==> config.mk <==
export PLATFORM = sky130hd
export DESIGN_NAME = memory_game_engine_flat
export DESIGN_NICKNAME = d
export VERILOG_FILES = /design/src/rtl/memory_game_pkg.sv /design/src/rtl/memory_game_if.sv /design/src/rtl/memory_game_engine_lfsr16.sv /design/src/rtl/memory_game_engine.sv /design/src/flat_wrapper.sv
export SDC_FILE = /design/constraint.sdc
export NUM_CORES = 1
export LEC_CHECK = 0
export ABC_CLOCK_PERIOD_IN_PS = 3350
export CAP_MARGIN = 20
export CORE_MARGIN = 5
export CORE_UTILIZATION = 63
export CTS_CLUSTER_DIAMETER = 30
export DETAILED_ROUTE_END_ITERATION = 10
export DONT_BUFFER_PORTS = 1
export PLACE_DENSITY_LB_ADDON = 0.2
export SLEW_MARGIN = 20
export SYNTH_ARGS = -nofsm -noshare
export SYNTH_HDL_FRONTEND = slang
export SYNTH_SLANG_ARGS = --single-unit
==> constraint.sdc <==
create_clock -name clk -period 3.35 [get_ports clk]
set_input_delay 0.67 -clock clk [delete_from_list [all_inputs] [get_ports clk]]
set_output_delay 0.67 -clock clk [all_outputs]
set_load 0.02 [all_outputs]
==> src/rtl/memory_game_pkg.sv <==
// Shared constants for the memory game engine.
//   state_t       : FSM state codes 0..7, shown directly on state_display
//   LFSR_W/TAPS   : 16-bit Fibonacci LFSR, taps 16,14,13,11
//   max3()        : sizes the shared duration counter
package memory_game_pkg;

  localparam int unsigned STATE_DISP_W = 4;
  localparam int unsigned LFSR_W       = 16;
  localparam logic [LFSR_W-1:0] LFSR_TAPS = 16'hB400;

  typedef enum logic [2:0] {
    IDLE         = 3'd0,
    APPEND       = 3'd1,
    PLAY_ON      = 3'd2,
    PLAY_GAP     = 3'd3,
    WAIT_KEY     = 3'd4,
    WAIT_RELEASE = 3'd5,
    WON          = 3'd6,
    LOST         = 3'd7
  } state_t;

  function automatic int unsigned max3(input int unsigned a, input int unsigned b,
                                       input int unsigned c);
    int unsigned m;
    m = (a > b) ? a : b;
    return (m > c) ? m : c;
  endfunction

endpackage

==> src/rtl/memory_game_if.sv <==
// Player-facing signals of the memory game engine.
//   master : drives start/note_inputs, observes the display outputs (board side)
//   slave  : the engine
interface memory_game_if
  import memory_game_pkg::*;
#(
  parameter int unsigned NUM_KEYS = 4,
  parameter int unsigned LEVEL_W  = 5
);
  logic                    start;
  logic [NUM_KEYS-1:0]     note_inputs;
  logic [NUM_KEYS-1:0]     note_out;
  logic [LEVEL_W-1:0]      level;
  logic [STATE_DISP_W-1:0] state_display;
  logic                    won;
  logic                    lost;

  modport master (
    output start, note_inputs,
    input  note_out, level, state_display, won, lost
  );

  modport slave (
    input  start, note_inputs,
    output note_out, level, state_display, won, lost
  );
endinterface

==> src/rtl/memory_game_engine_lfsr16.sv <==
// 16-bit Fibonacci LFSR stepping every cycle; loads seed while reset is high.
//   clk, reset : clock, synchronous active-high reset
//   seed       : reset value (must be nonzero)
//   q          : low OUT_W bits of the current LFSR state
module lfsr16
  import memory_game_pkg::*;
#(
  parameter int unsigned OUT_W = 16
) (
  input  logic              clk,
  input  logic              reset,
  input  logic [LFSR_W-1:0] seed,
  output logic [OUT_W-1:0]  q
);

  logic [LFSR_W-1:0] r_q;
  logic              w_fb;

  assign w_fb = ^(r_q & LFSR_TAPS);

  always_ff @(posedge clk) begin
    if (reset) r_q <= seed;
    else       r_q <= {r_q[LFSR_W-2:0], w_fb};
  end

  assign q = r_q[OUT_W-1:0];

endmodule

==> src/rtl/memory_game_engine.sv <==
// Simon-style memory game: grows a random note sequence one note per round,
// plays it back, scores key presses and reports win/loss.
//   clk, reset : clock, synchronous active-high reset
//   game       : slave side of memory_game_if (start, note_inputs in;
//                note_out, level, state_display, won, lost out)
module memory_game_engine
  import memory_game_pkg::*;
#(
  parameter int unsigned NUM_KEYS     = 4,
  parameter int unsigned MAX_LEN      = 16,
  parameter int unsigned NOTE_CYCLES  = 25000000,
  parameter int unsigned GAP_CYCLES   = 12500000,
  parameter int unsigned RESP_TIMEOUT = 0,
  parameter logic [15:0] SEED         = 16'hACE1
) (
  input  logic          clk,
  input  logic          reset,
  memory_game_if.slave  game
);

  localparam int unsigned IDX_W   = $clog2(NUM_KEYS);
  localparam int unsigned LEVEL_W = $clog2(MAX_LEN + 1);
  localparam int unsigned SEQ_AW  = (MAX_LEN > 1) ? $clog2(MAX_LEN) : 1;
  localparam int unsigned SEQ_D   = 2 ** SEQ_AW;
  localparam int unsigned CNT_MAX = max3(NOTE_CYCLES, GAP_CYCLES, RESP_TIMEOUT);
  localparam int unsigned CNT_W   = (CNT_MAX > 1) ? $clog2(CNT_MAX) : 1;

  state_t              r_state;
  logic [LEVEL_W-1:0]  r_level;
  logic [LEVEL_W-1:0]  r_idx;
  logic [CNT_W-1:0]    r_cnt;
  logic [NUM_KEYS-1:0] r_prev_keys;
  logic [IDX_W-1:0]    r_seq [SEQ_D];

  logic [IDX_W-1:0]    w_rand;
  logic [IDX_W-1:0]    w_cur_note;
  logic [NUM_KEYS-1:0] w_exp_onehot;
  logic                w_press;
  logic                w_released;
  logic                w_last;
  logic                w_note_done;
  logic                w_gap_done;
  logic                w_timeout;

  lfsr16 #(.OUT_W(IDX_W)) u_lfsr (
    .clk   (clk),
    .reset (reset),
    .seed  (SEED),
    .q     (w_rand)
  );

  assign w_cur_note   = r_seq[SEQ_AW'(r_idx)];
  assign w_exp_onehot = NUM_KEYS'(1) << w_cur_note;
  // Rising edge of "any key": keys already held on entry never count.
  assign w_press      = (game.note_inputs != '0) && (r_prev_keys == '0);
  assign w_released   = (game.note_inputs == '0);
  assign w_last       = (r_idx == r_level - LEVEL_W'(1));
  assign w_note_done  = (r_cnt == CNT_W'(NOTE_CYCLES - 1));
  assign w_gap_done   = (r_cnt == CNT_W'(GAP_CYCLES - 1));
  assign w_timeout    = (RESP_TIMEOUT != 0) && (r_cnt == CNT_W'(RESP_TIMEOUT - 1));

  // Sequence storage: deliberately not cleared by reset.
  always_ff @(posedge clk) begin
    if (!reset && (r_state == APPEND)) r_seq[SEQ_AW'(r_level)] <= w_rand;
  end

  // Main FSM; the duration counter restarts on every state change.
  always_ff @(posedge clk) begin
    if (reset) begin
      r_state     <= IDLE;
      r_level     <= '0;
      r_idx       <= '0;
      r_cnt       <= '0;
      r_prev_keys <= '0;
    end else begin
      r_prev_keys <= game.note_inputs;
      r_cnt       <= r_cnt + CNT_W'(1);
      case (r_state)
        IDLE: begin
          if (game.start) begin
            r_state <= APPEND;
            r_cnt   <= '0;
          end
        end
        APPEND: begin
          r_level <= r_level + LEVEL_W'(1);
          r_idx   <= '0;
          r_state <= PLAY_ON;
          r_cnt   <= '0;
        end
        PLAY_ON: begin
          if (w_note_done) begin
            r_state <= PLAY_GAP;
            r_cnt   <= '0;
          end
        end
        PLAY_GAP: begin
          if (w_gap_done) begin
            r_cnt <= '0;
            if (r_idx + LEVEL_W'(1) == r_level) begin
              r_idx   <= '0;
              r_state <= WAIT_KEY;
            end else begin
              r_idx   <= r_idx + LEVEL_W'(1);
              r_state <= PLAY_ON;
            end
          end
        end
        WAIT_KEY: begin
          if (w_press) begin
            r_cnt   <= '0;
            r_state <= (game.note_inputs == w_exp_onehot) ? WAIT_RELEASE : LOST;
          end else if (w_timeout) begin
            r_cnt   <= '0;
            r_state <= LOST;
          end
        end
        WAIT_RELEASE: begin
          if (w_released) begin
            r_cnt <= '0;
            if (w_last) begin
              r_state <= (r_level == LEVEL_W'(MAX_LEN)) ? WON : APPEND;
            end else begin
              r_idx   <= r_idx + LEVEL_W'(1);
              r_state <= WAIT_KEY;
            end
          end
        end
        WON, LOST: begin
          if (game.start) begin
            r_level <= '0;
            r_state <= APPEND;
            r_cnt   <= '0;
          end
        end
        default: r_state <= IDLE;
      endcase
    end
  end

  // Note LEDs; WAIT_RELEASE echoes the keys straight through.
  always_comb begin
    game.note_out = '0;
    case (r_state)
      PLAY_ON, LOST: game.note_out = w_exp_onehot;
      WAIT_RELEASE:  game.note_out = game.note_inputs;
      WON:           game.note_out = '1;
      default:       game.note_out = '0;
    endcase
  end

  assign game.level         = r_level;
  assign game.state_display = STATE_DISP_W'(r_state);
  assign game.won           = (r_state == WON);
  assign game.lost          = (r_state == LOST);

endmodule

==> src/flat_wrapper.sv <==
// flat-port wrapper written by rule: the top's interface ports become plain ports
module memory_game_engine_flat import memory_game_pkg::*;
#(
  parameter int unsigned NUM_KEYS     = 4,
  parameter int unsigned MAX_LEN      = 16,
  parameter int unsigned NOTE_CYCLES  = 25000000,
  parameter int unsigned GAP_CYCLES   = 12500000,
  parameter int unsigned RESP_TIMEOUT = 0,
  parameter logic [15:0] SEED         = 16'hACE1
)
  (clk, reset, game_start, game_note_inputs, game_note_out, game_level, game_state_display, game_won, game_lost);
  memory_game_if #(.NUM_KEYS(NUM_KEYS), .LEVEL_W(2)) game_i ();
  input  logic clk;
  input  logic reset;
  input wire logic [$bits(game_i.start)-1:0] game_start;
  input wire logic [$bits(game_i.note_inputs)-1:0] game_note_inputs;
  output wire logic [$bits(game_i.note_out)-1:0] game_note_out;
  output wire logic [$bits(game_i.level)-1:0] game_level;
  output wire logic [$bits(game_i.state_display)-1:0] game_state_display;
  output wire logic [$bits(game_i.won)-1:0] game_won;
  output wire logic [$bits(game_i.lost)-1:0] game_lost;
  assign game_i.start = game_start;
  assign game_i.note_inputs = game_note_inputs;
  assign game_note_out = game_i.note_out;
  assign game_level = game_i.level;
  assign game_state_display = game_i.state_display;
  assign game_won = game_i.won;
  assign game_lost = game_i.lost;
  memory_game_engine #(.NUM_KEYS(NUM_KEYS), .MAX_LEN(MAX_LEN), .NOTE_CYCLES(NOTE_CYCLES), .GAP_CYCLES(GAP_CYCLES), .RESP_TIMEOUT(RESP_TIMEOUT), .SEED(SEED)) u_core (.clk(clk), .reset(reset), .game(game_i));
endmodule
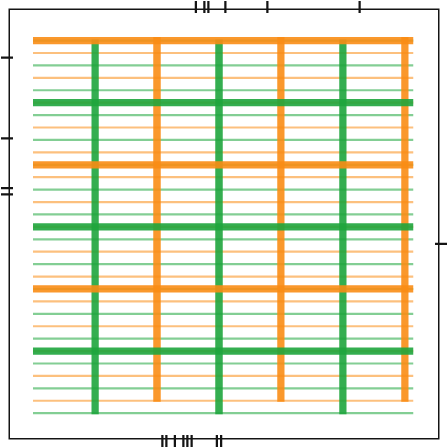
**Above:** run 1 (PDN straps and rails).
Pins as bars on the die edge.
VDD -> orange
VSS -> green
met5 straps = 6
rows = 30
met4 straps = 6
signal pins = 19
met1 rails = 31

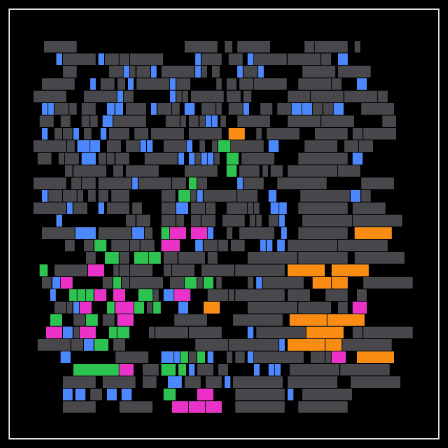
**Above:** run 1 (gate-type map).
multiplexers -> orange  # cells 13, most used mux4_2
inverting AOI/OAI gates -> green  # cells 32, most used o21ai_0
AND-OR and OR-AND gates -> magenta  # cells 20, most used a32o_1
NOR gates -> blue  # cells 91, most used nor2_1
Comb area share: 0.4380
Commonest Layout Cell: dfxtp_1

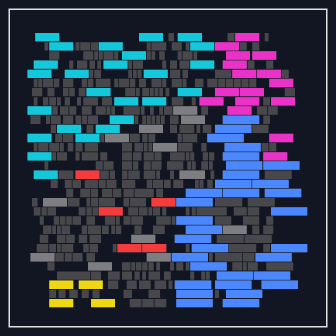
**Above:** run 1 (sequential cells grouped by signal name).
Other sequential cells in the stronger gray, the rest of the logic in the fainter gray.
u_core.r_prev_keys -> yellow  # flops 4, where bottom left
u_core.u_lfsr.r_q -> magenta  # flops 16, where top right
u_core.r_cnt -> cyan  # flops 25
u_core.r_seq -> blue  # flops 32
u_core.r_idx -> red  # flops 5
Post-Route Utilization: 0.6866
Seq/total area: 0.4724
Seq. pwr: 1.33 mW

==> Slide: Implementation Results, run 1 <==
Key Metrics from the Run

Placed design
  • Routability cong.: 0.8524
  • HPWL Detailed: 5945 µm

Worst setup path
  • Critical Path RT: 2680 ps
  • Worst path slowest cell: mux4_2
  • Setup Crit Path Kind: flip-flop to output port
  • Worst path depth: 6
  • Reg2Reg Depth: 7
  • Crit path DAT: roughly 2500 ps
  • Worst R2R End: u_core.r_cnt[24]

Clock network
  • Post-CTS sizing: 1
  • Clock-pin slew on the worst setup and hold paths: 100 ps
  • Cts hold-fix bufs: 0
  • CTS Root Cell: clkbuf_8

Power and ir drop
  • Internal Power: about 1.8 mW
  • Flop pwr share: 0.487
  • P_comb: 0.633 mW
  • NetSw: 0.8899 mW
  • Dominant power group: registers
  • P_clk: 0.761 mW
  • VDD IR max: 449.9 µV

Layout
  • Final Cell Area: 4664 µm²
  • Flops: 94
  • Largest register FFs: 32
  • Largest Register: u_core.r_seq
  • Plain + repair buffers: 6
  • Largest registers: u_core.r_seq (32), u_core.r_cnt (25), u_core.u_lfsr.r_q (16)
  • Invs w/o clock: 11

GRT
  • Initial antenna violation count: 0

Die
  • FP Util: 0.6503
  • Die X: 93.74 µm
  • Core area: 6794 µm²

Synth
  • Gate Count Post-Synth: about 420
  • Main synth FF type: dfxtp_1
  • Ys Warns: 0
  • Comb area leader: simple AND/OR/NAND/NOR gates
  • Async set-reset flop share out of synthesis: 0
  • Sequential share of the synthesized area: 0.4984

Final timing
  • Hold Vio Cnt, Final: 0

Routing
  • 1st-pass router iterations: 5

Run status
  • Outcome: finished clean
**Run 1: clock routing**

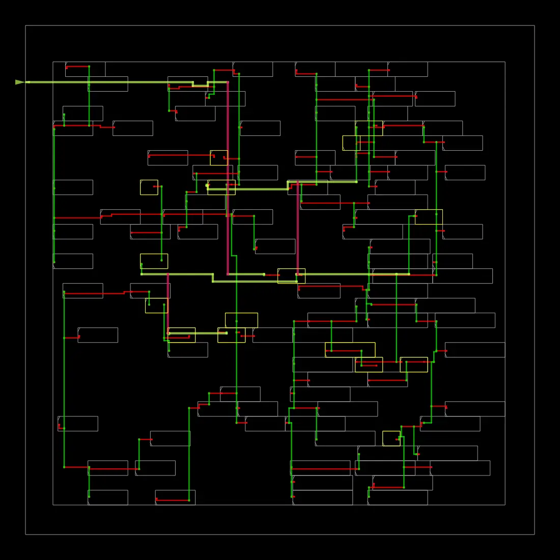

--- run 2 (diff from run 1) ---
- CORE_UTILIZATION: 63 -> 66
- CTS_BUF_LIST: not set -> sky130_fd_sc_hd__clkbuf_4
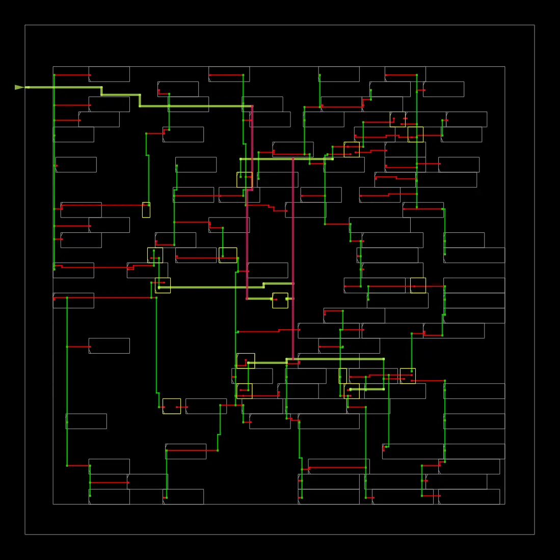
**Above:** run 2 (clock routing).
CLK BUF: 11
worst clock skew: 13.43 ps
clk latency late pin: 430 ps
P_clk: 0.544 mW
Num CTS Buffers: 9

==> Slide: Implementation Results, run 2 <==
Key Metrics from the Run

Worst setup path
  • Worst R2R End: u_core.r_cnt[24]
  • Critical Path RT: between 2000 and 3000 ps
  • Worst path depth: 6
  • Worst path slowest cell: mux4_2

GRT
  • Initial antenna violation count: 0

Synth
  • Gate Count Post-Synth: 422
  • Comb area leader: simple AND/OR/NAND/NOR gates
  • Main synth FF type: dfxtp_1

Power and ir drop
  • VDD IR max: ~530 µV
  • NetSw: between 0.8 and 0.9 mW
  • Flop pwr share: 0.529

Layout
  • Invs w/o clock: 11
  • Seq/total area: 0.4851
  • Flops: 94
  • Largest register FFs: 32
  • Largest Register: u_core.r_seq
  • Comb area share: 0.4491
  • Plain + repair buffers: 6
  • Commonest Layout Cell: dfxtp_1

Clock network
  • Post-CTS sizing: 1
  • CTS Root Cell: clkbuf_4
  • Cts hold-fix bufs: 0
  • Clock-pin slew on the worst setup and hold paths: 140 ps

Placed design
  • HPWL Detailed: between 6000 and 7000 µm
  • Routability cong.: about 0.9

Routing
  • 1st-pass router iterations: 4

Run status
  • Outcome: finished clean
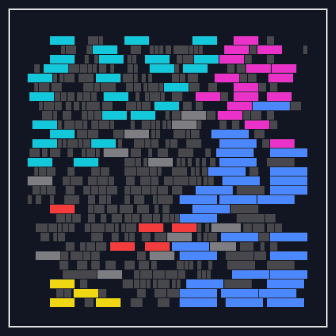
**Above:** run 2 (sequential cells grouped by signal name).
Other sequential cells in the stronger gray, the rest of the logic in the fainter gray.
u_core.r_prev_keys -> yellow  # flops 4, where bottom left
u_core.r_cnt -> cyan  # flops 25
u_core.r_seq -> blue  # flops 32
u_core.r_idx -> red  # flops 5
u_core.u_lfsr.r_q -> magenta  # flops 16, where top right
Seq. pwr: 1.32 mW
Sequential cell area: 2207 µm²
Post-Route Utilization: 0.7084

No activity file was given, so power comes from the tool's default toggle rates.
